--- config.mk ---
export PLATFORM = sky130hd
export DESIGN_NAME = truth_table_sweeper
export DESIGN_NICKNAME = d
export VERILOG_FILES = /design/src/rtl/tts_pkg.sv /design/src/rtl/tts_settle_timer.sv /design/src/rtl/truth_table_sweeper.sv
export SDC_FILE = /design/constraint.sdc
export NUM_CORES = 1
export LEC_CHECK = 0
export CAP_MARGIN = 20
export CORE_MARGIN = 4
export CORE_UTILIZATION = 25
export CTS_CLUSTER_DIAMETER = 40
export DETAILED_ROUTE_END_ITERATION = 8
export PLACE_DENSITY = 0.42
export REMOVE_ABC_BUFFERS = 1
export SLEW_MARGIN = 20
export SYNTH_ARGS = -nofsm -noshare
export SYNTH_HDL_FRONTEND = slang
export SYNTH_SLANG_ARGS = --single-unit
--- constraint.sdc ---
create_clock -name clk -period 3.9 [get_ports clk]
set_input_delay 0.78 -clock clk [delete_from_list [all_inputs] [get_ports clk]]
set_output_delay 0.78 -clock clk [all_outputs]
set_load 0.01 [all_outputs]
--- src/rtl/tts_pkg.sv ---
// Shared types and helpers for the truth-table sweeper.
// Contents:
//   tts_state_t : sweep FSM states
//   SettleW     : width of the per-pattern settle counter
//   npat()      : number of input patterns for a given input count
package tts_pkg;

    typedef enum logic [1:0] {
        StIdle   = 2'd0,
        StApply  = 2'd1,
        StSample = 2'd2,
        StDone   = 2'd3
    } tts_state_t;

    // Settle delays range over 0..15.
    localparam int unsigned SettleW = 4;

    function automatic int unsigned npat(input int unsigned n_in);
        return 32'd1 << n_in;
    endfunction

endpackage

--- src/rtl/tts_settle_timer.sv ---
// Loadable down-counter with a zero flag. It is reloaded at the start of every
// pattern and counts down to zero, where it holds until the next load.
// Ports:
//   clk        : rising-edge clock
//   rst        : asynchronous active-high reset
//   load_i     : load load_val_i this cycle (takes priority over counting)
//   load_val_i : value to load
//   zero_o     : counter is at zero
module tts_settle_timer
    import tts_pkg::*;
(
    input  logic               clk,
    input  logic               rst,
    input  logic               load_i,
    input  logic [SettleW-1:0] load_val_i,
    output logic               zero_o
);

    logic [SettleW-1:0] cnt_q;
    logic [SettleW-1:0] cnt_d;

    always_comb begin
        cnt_d = cnt_q;
        if (load_i) begin
            cnt_d = load_val_i;
        end else if (cnt_q != '0) begin
            cnt_d = cnt_q - 1'b1;
        end
    end

    always_ff @(posedge clk or posedge rst) begin
        if (rst) begin
            cnt_q <= '0;
        end else begin
            cnt_q <= cnt_d;
        end
    end

    assign zero_o = (cnt_q == '0);

endmodule

--- src/rtl/truth_table_sweeper.sv ---
// Exhaustive stimulus engine for a combinational block with N_IN inputs.
// On start it drives patterns 0..2^N_IN-1 in order on stim, waits SETTLE+1
// cycles per pattern, samples f_in, and scores it against EXPECT.
// Ports:
//   clk             : rising-edge clock
//   rst             : asynchronous active-high reset; aborts any sweep
//   start           : begin a sweep (honoured only in idle/done)
//   stim            : pattern driven to the block under test
//   f_in            : response of the block under test
//   busy            : sweep in progress
//   done            : one-cycle pulse at the end of a sweep
//   pass            : last completed sweep had no mismatches
//   err_count       : mismatch count of the current or last sweep
//   first_err       : lowest failing pattern
//   first_err_valid : first_err holds a real index
// All outputs come straight from registers.
module truth_table_sweeper
    import tts_pkg::*;
#(
    parameter int unsigned              N_IN   = 4,
    parameter int unsigned              SETTLE = 1,
    parameter logic [npat(N_IN)-1:0]    EXPECT = 16'h0000
) (
    input  logic            clk,
    input  logic            rst,
    input  logic            start,
    output logic [N_IN-1:0] stim,
    input  logic            f_in,
    output logic            busy,
    output logic            done,
    output logic            pass,
    output logic [N_IN:0]   err_count,
    output logic [N_IN-1:0] first_err,
    output logic            first_err_valid
);

    localparam logic [SettleW-1:0] SettleLoad = SettleW'(SETTLE);

    tts_state_t state_q, state_d;

    // The pattern register is stim itself, so stim only moves when p moves.
    logic [N_IN-1:0] p_q, p_d;
    logic            busy_q, busy_d;
    logic            done_q, done_d;
    logic            pass_q, pass_d;
    logic [N_IN:0]   err_q, err_d;
    logic [N_IN-1:0] first_q, first_d;
    logic            fvalid_q, fvalid_d;

    logic            timer_load;
    logic            timer_zero;
    logic            mismatch;
    logic            last_pat;

    tts_settle_timer u_settle_timer (
        .clk        (clk),
        .rst        (rst),
        .load_i     (timer_load),
        .load_val_i (SettleLoad),
        .zero_o     (timer_zero)
    );

    assign mismatch = (f_in != EXPECT[p_q]);
    // Terminal-value detect: the counter never wraps back to 0 mid-sweep.
    assign last_pat = (p_q == '1);

    always_comb begin
        state_d    = state_q;
        p_d        = p_q;
        busy_d     = busy_q;
        done_d     = 1'b0;
        pass_d     = pass_q;
        err_d      = err_q;
        first_d    = first_q;
        fvalid_d   = fvalid_q;
        timer_load = 1'b0;

        unique case (state_q)
            StIdle, StDone: begin
                if (start) begin
                    state_d    = StApply;
                    p_d        = '0;
                    busy_d     = 1'b1;
                    pass_d     = 1'b0;
                    err_d      = '0;
                    first_d    = '0;
                    fvalid_d   = 1'b0;
                    timer_load = 1'b1;
                end else begin
                    state_d = StIdle;
                end
            end

            StApply: begin
                if (timer_zero) begin
                    state_d = StSample;
                end
            end

            StSample: begin
                if (mismatch) begin
                    err_d = err_q + 1'b1;
                    if (!fvalid_q) begin
                        first_d  = p_q;
                        fvalid_d = 1'b1;
                    end
                end
                if (last_pat) begin
                    state_d = StDone;
                    busy_d  = 1'b0;
                    done_d  = 1'b1;
                    // Uses err_d so the final sample is included.
                    pass_d  = (err_d == '0);
                end else begin
                    state_d    = StApply;
                    p_d        = p_q + 1'b1;
                    timer_load = 1'b1;
                end
            end

            default: begin
                state_d = StIdle;
            end
        endcase
    end

    always_ff @(posedge clk or posedge rst) begin
        if (rst) begin
            state_q  <= StIdle;
            p_q      <= '0;
            busy_q   <= 1'b0;
            done_q   <= 1'b0;
            pass_q   <= 1'b0;
            err_q    <= '0;
            first_q  <= '0;
            fvalid_q <= 1'b0;
        end else begin
            state_q  <= state_d;
            p_q      <= p_d;
            busy_q   <= busy_d;
            done_q   <= done_d;
            pass_q   <= pass_d;
            err_q    <= err_d;
            first_q  <= first_d;
            fvalid_q <= fvalid_d;
        end
    end

    assign stim            = p_q;
    assign busy            = busy_q;
    assign done            = done_q;
    assign pass            = pass_q;
    assign err_count       = err_q;
    assign first_err       = first_q;
    assign first_err_valid = fvalid_q;

endmodule
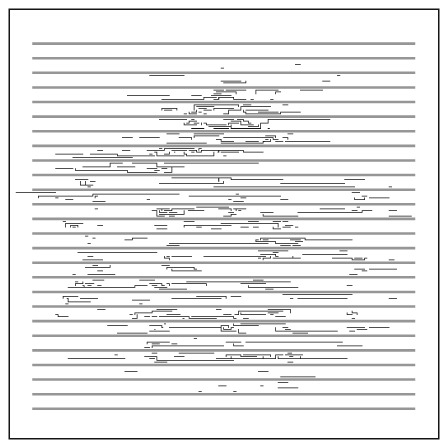
Figure 1: signal wires on met1.
Supply wires on this layer in grey.
nets with wire on the layer	146
main direction	horizontal
longest straight run	26.2 µm
share of all routed wire	45%
wire length on this layer	1290 µm

==> notes.md <==
fresh numbers from the pnr run: Largest cell class=combinational gates, Simple-Gate Area Share=0.2113, Max Slew Vio Count=0, outcome=finished clean, logic area=between 600 and 700 µm², clock buffers=4, ys flop type=dfrtp_1, DRC marker count from the first detailed-route iteration=between 50 and 60, Finished Layout Cells=around 220, Wirelength per Cell=between 10 and 15 µm, Routed met3 length=between 100 and 150 µm, DRC viols=0, Layout non-clock buf frac=0.1267, PostCTS Resize Cnt=0, Worst setup EP type=flip-flop, initial antenna violation count=0, antenna fix cells=0, Buf/Inv on CP=2, Std-Cell Rows=25, first-pass GRT wire length=roughly 5.0 mm, clock skew=between 5 and 6 ps, Top delay family on crit path=adder cells, fraction of layout cells with a size suffix above 1=0.07643, clock sink count=23, Final Hold Fails=0, Slew @ Worst Pin=between 900 and 1000 ps, ys async rst share=1.000, I/O pin cnt=21, Met1 Wirelength=around 1.3 mm, most frequent logic cell in the layout=dfrtp_1, Top pwr grp=combinational cells, Top cells excl fill/tap=23 x dfrtp_1, 20 x nand2_1, 20 x clkdlybuf4s50_1, DR vias/cell=about 4.7, Filler Cell Count=roughly 500, nets@finish=around 170, P_seq=roughly 0.32 mW, Clk. pwr=~0.15 mW
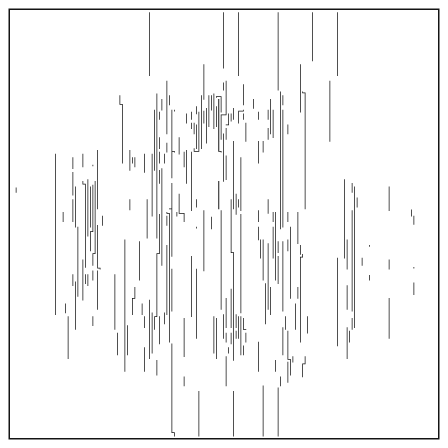
Figure 2: M2 wires.
share of all routed wire	49%
nets with wire on the layer	139
main direction	vertical
WL final: 2.846 mm
met2 GRT Util: 0.1770
routed vias: 1051

Power and IR drop assume default switching activity.
